$ cat config.mk
export PLATFORM = sky130hd
export DESIGN_NAME = instr_fetch
export DESIGN_NICKNAME = d
export VERILOG_FILES = /design/src/rtl/instr_fetch.sv
export SDC_FILE = /design/constraint.sdc
export NUM_CORES = 1
export LEC_CHECK = 0
export ABC_AREA = 1
export CORE_UTILIZATION = 41
export DETAILED_ROUTE_END_ITERATION = 7
export PLACE_DENSITY = 0.89
export SYNTH_ARGS = -nofsm -noshare
export SYNTH_HDL_FRONTEND = slang
export SYNTH_SLANG_ARGS = --single-unit
$ cat constraint.sdc
create_clock -name clk -period 2.6 [get_ports clk]
set_input_delay 0.39 -clock clk [delete_from_list [all_inputs] [get_ports clk]]
set_output_delay 0.39 -clock clk [all_outputs]
set_load 0.01 [all_outputs]
$ cat src/rtl/instr_fetch.sv
// instr_fetch: PC register, req/ack instruction fetch into an instruction register, and next-PC selection.
// Optional retired-instruction counter (retired_cnt port) is present only when INSTR_CNT_EN is defined.
module instr_fetch #(
   parameter logic [31:0] RESET_PC = 32'h0000_0000
) (
   input  logic        clk,
   input  logic        rst_n,
   output logic        imem_req,
   output logic [31:0] imem_addr,
   input  logic        imem_ack,
   input  logic [31:0] imem_rdata,
   output logic [31:0] instr,
   output logic [5:0]  op,
   output logic [5:0]  funct,
   output logic [4:0]  rs,
   output logic [4:0]  rt,
   output logic [4:0]  rd,
   output logic [4:0]  sa,
   output logic [15:0] imm16,
   output logic [25:0] target26,
   output logic        instr_valid,
   output logic [31:0] pc,
   output logic [31:0] pc_plus4,
   input  logic        PCwrt,
   input  logic        jump,
   input  logic        branch,
   input  logic        zero,
   input  logic        sign,
   input  logic [31:0] ext_imm,
   output logic        halted
`ifdef INSTR_CNT_EN
   ,
   output logic [31:0] retired_cnt
`endif
);

   typedef enum logic [1:0] {
      IDLE  = 2'd0,
      FETCH = 2'd1,
      EXEC  = 2'd2,
      HALT  = 2'd3
   } state_t;

   localparam logic [31:0] PC_INIT = {RESET_PC[31:2], 2'b00};

   state_t      state_r;
   logic        taken_s;
   logic [31:0] next_pc_s;

   assign imem_addr = pc;
   assign pc_plus4  = pc + 32'd4;
   assign op        = instr[31:26];
   assign rs        = instr[25:21];
   assign rt        = instr[20:16];
   assign rd        = instr[15:11];
   assign sa        = instr[10:6];
   assign funct     = instr[5:0];
   assign imm16     = instr[15:0];
   assign target26  = instr[25:0];

   // Branch condition from the opcode held in the instruction register, then next-PC priority mux.
   always_comb begin
      taken_s   = 1'b0;
      next_pc_s = pc_plus4;
      case (op)
         6'b000100: taken_s = zero;
         6'b000101: taken_s = ~zero;
         6'b000001: taken_s = sign;
         default:   taken_s = 1'b0;
      endcase
      if (jump) begin
         next_pc_s = {pc_plus4[31:28], target26, 2'b00};
      end else if (branch && taken_s) begin
         next_pc_s = pc_plus4 + (ext_imm << 2'd2);
      end else begin
         next_pc_s = pc_plus4;
      end
   end

   // Fetch FSM; req/valid/halted are registered alongside the state so they never see inputs combinationally.
   always_ff @(posedge clk or negedge rst_n) begin
      if (!rst_n) begin
         state_r     <= IDLE;
         pc          <= PC_INIT;
         instr       <= 32'd0;
         imem_req    <= 1'b0;
         instr_valid <= 1'b0;
         halted      <= 1'b0;
      end else begin
         case (state_r)
            IDLE: begin
               state_r  <= FETCH;
               imem_req <= 1'b1;
            end
            FETCH: begin
               if (imem_ack) begin
                  instr       <= imem_rdata;
                  state_r     <= EXEC;
                  imem_req    <= 1'b0;
                  instr_valid <= 1'b1;
               end else begin
                  state_r <= FETCH;
               end
            end
            EXEC: begin
               instr_valid <= 1'b0;
               if (!PCwrt) begin
                  state_r <= HALT;
                  halted  <= 1'b1;
               end else begin
                  pc       <= next_pc_s;
                  state_r  <= FETCH;
                  imem_req <= 1'b1;
               end
            end
            HALT: begin
               state_r <= HALT;
            end
            default: begin
               state_r     <= IDLE;
               imem_req    <= 1'b0;
               instr_valid <= 1'b0;
               halted      <= 1'b0;
            end
         endcase
      end
   end

`ifdef INSTR_CNT_EN
   // Retired count; HALT never passes through EXEC again, so the count holds there.
   always_ff @(posedge clk or negedge rst_n) begin
      if (!rst_n) begin
         retired_cnt <= 32'd0;
      end else if (state_r == EXEC && PCwrt) begin
         retired_cnt <= retired_cnt + 32'd1;
      end else begin
         retired_cnt <= retired_cnt;
      end
   end
`endif

endmodule
### PDN straps and rails

Scale bar: 50 um. Pins as bars on the die edge.
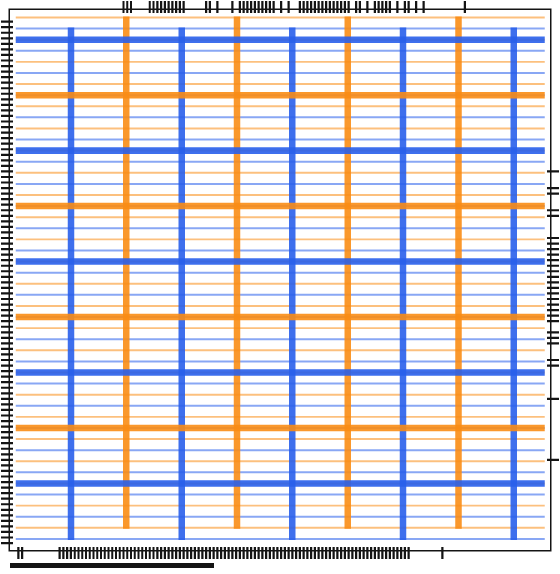
Blue is VSS. Orange is VDD.
9 straps on met5. The core has 47 rows.
worst vdd rail ir drop: 0.0004262 V
die height: 132.4 um

### Placed cells, one color a class

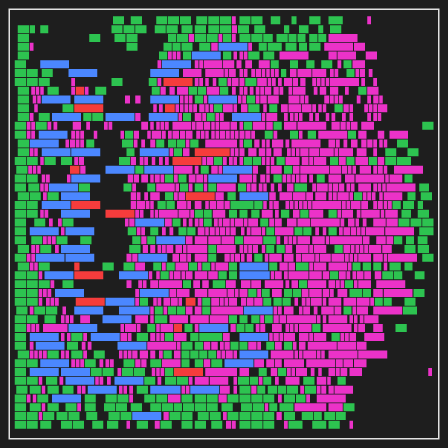
Green is remaining buffers and delay cells, cells 453. Red is clock drivers and dummy loads, cells 16. Magenta is remaining logic cells, cells 903. Blue is sequential cells, cells 67.
sequential share of cell area: 0.1383
Post-Route Utilization: 0.7326
placeable core region: 0.01658 sq mm
Design Area, Final: 0.01215 sq mm

### Routed clock nets over the placement

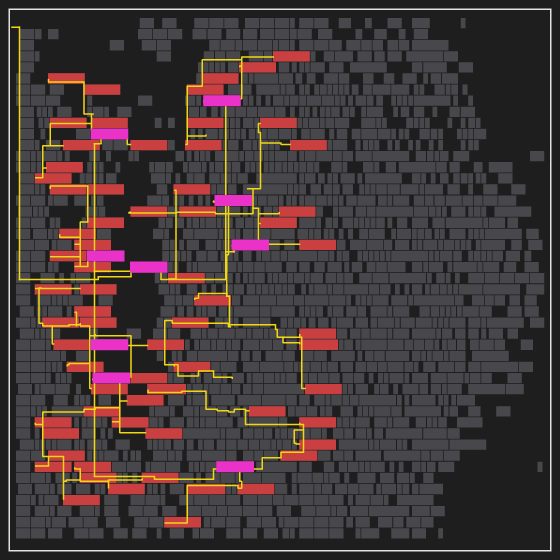
Yellow is clock wires, length 1050 um. Magenta is clock-net drivers, count 9. Red is flip-flops, count 67.
There are 10 routed clock nets.

### Wiring by layer

Scale bar: 50 um.
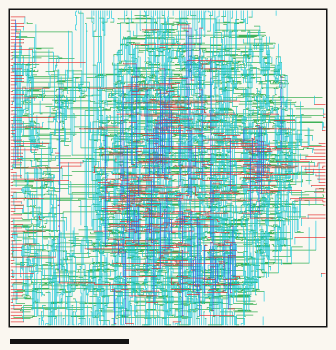
Red is M3, wire length 3010 um. Green is M1, wire length 11700 um. Cyan is M2, wire length 15400 um. Blue is M4, wire length 1840 um.

-- path summary, 6_finish.rpt --
check	start	end	slack [ns]	depth (start not counted)
max	imem_addr[4]$_DFFE_PN0P_	imem_addr[27]$_DFFE_PN0P_	-0.37	22
min	rst_n	instr[18]$_DFFE_PN0P_	0.25	2
max reg2reg	imem_addr[4]$_DFFE_PN0P_	imem_addr[27]$_DFFE_PN0P_	-0.37	22
min reg2reg	halted$_DFFE_PN0P_	halted$_DFFE_PN0P_	0.48	2
max in group asynchronous	rst_n	imem_addr[3]$_DFFE_PN0P_	1.71	2
min in group clk	halted$_DFFE_PN0P_	halted$_DFFE_PN0P_	0.48	2
-- area by class of cell --
type	count	area, sq um	share of cell area
sequential	67	1680	0.1383
clock buffer	9	225.2	0.01854
tap	220	275.3	0.02266
inverter	138	523.0	0.04305
timing repair buffer	453	4094	0.3370
clock inverter	7	76.32	0.006282
multi-input combinational	765	5275	0.4342
-- Yosys cell counts, drive strengths merged, types with 6 or more instances --
| cell | instances | share of area |
|---|---|---|
| a21oi | 50 | 0.037 |
| buf | 115 | 0.12 |
| clkbuf | 10 | 0.0054 |
| dfrtp | 67 | 0.24 |
| ha | 36 | 0.065 |
| inv | 137 | 0.074 |
| nand2 | 402 | 0.22 |
| nand3 | 60 | 0.045 |
| nand4 | 10 | 0.0090 |
| nor2 | 93 | 0.058 |
| nor3 | 6 | 0.0097 |
| o211ai | 6 | 0.0065 |
| o21ai | 36 | 0.026 |
| xnor2 | 7 | 0.0088 |
| xor2 | 22 | 0.028 |
-- critical path: stages (launching register included) --
cell and delay [ns]:
sky130_fd_sc_hd__dfrtp_1 0.48, sky130_fd_sc_hd__inv_2 0.13, sky130_fd_sc_hd__nor3_4 0.25, sky130_fd_sc_hd__buf_12 0.15, sky130_fd_sc_hd__nand2_4 0.06, sky130_fd_sc_hd__nor2_4 0.13
sky130_fd_sc_hd__nand2_4 0.09, sky130_fd_sc_hd__xor2_4 0.24, sky130_fd_sc_hd__inv_2 0.09, sky130_fd_sc_hd__ha_4 0.35, sky130_fd_sc_hd__nand2_4 0.09, sky130_fd_sc_hd__inv_2 0.06
sky130_fd_sc_hd__nand2_2 0.05, sky130_fd_sc_hd__nand2_2 0.09, sky130_fd_sc_hd__inv_1 0.07, sky130_fd_sc_hd__nand2_1 0.07, sky130_fd_sc_hd__nand2_1 0.06, sky130_fd_sc_hd__nand3_1 0.08
sky130_fd_sc_hd__nand2_1 0.05, sky130_fd_sc_hd__nand3_1 0.06, sky130_fd_sc_hd__nand2_1 0.09, sky130_fd_sc_hd__nand2_1 0.07, sky130_fd_sc_hd__nand2_1 0.04
-- sequential cells by signal, summed over array words and instances (netlist names) --
name,count
imem_addr,30
imem_req,1
state_r,2
instr_valid,1
halted,1
instr,32
-- metrics by stage --
stage | setup WS (ns) | instances
after floorplan | -0.07455 | 1097
after global placement | -0.2750 | 1615
after detailed placement | -0.3753 | 1615
after CTS | -0.1542 | 1644
after global routing | -0.5070 | 1659
final | -0.3716 | 1659
-- per-layer routing --
layer	track usage	routed length, um	vias to the layer above
li1	-	-	3964
met1	0.3811	11660	4242
met2	0.5655	15440	674
met3	0.05459	3006	179
met4	0.1628	1841	0
met5	0	0	-
==> reports/qor.rpt <==
================================================================================
Internal power component ..........................................      2078 uW
Total chip power ..................................................      2933 uW
Number of endpoints failing setup at the final stage ..............           34
Post-Synth Simple-Gate Area .......................................       0.3561
Chip area line of the yosys report ................................ 0.006972 sq mm
Primary flip-flop cell chosen by synthesis mapping ................ sky130_fd_sc_hd__dfrtp_1
Total number of yosys warnings ....................................            0
Reported net switching power ......................................     855.4 uW
Final-layout fill cell count ......................................         1062
Count of antenna-violating nets left after detailed routing .......            0
Xor and xnor fraction of the mapped netlist area ..................      0.03643
Final period utilization ..........................................        1.143
Most frequent logic cell in the layout ............................ sky130_fd_sc_hd__nand2_1
GP Congestion .....................................................       0.9850
HPWL after DPL ....................................................     21280 um
Critical path data required time ..................................      2.83 ns
Comb pwr share ....................................................        0.211
Number of max-cap violations ......................................            0
Clock share of power ..............................................        0.433
Cell area reported after detailed placement ....................... 0.01029 sq mm
Yosys cell count ..................................................         1092
Relative max-transition margin ....................................       0.4006
GR Overflow Total .................................................            0
Max-slew violation count ..........................................            0
Crit start category ...............................................    flip-flop
Areal power density over the cells ................................ 241.4 mW/mm^2
Final worst setup slack ...........................................   -0.3716 ns
Violations in the final reports ................................... negative setup slack
Initial core utilization ..........................................       0.4204
Fa+ha+maj area frac ...............................................      0.06748
Result of the run ................................................. complete, but fails checks
Final min period ..................................................     2.972 ns
Share of async-settable or async-resettable flops after synthesis .        1.000
I/O pin cnt .......................................................          277
Class of the tightest hold or removal check .......................  in -> async
================================================================================
No activity file was given, so power comes from the tool's default toggle rates.
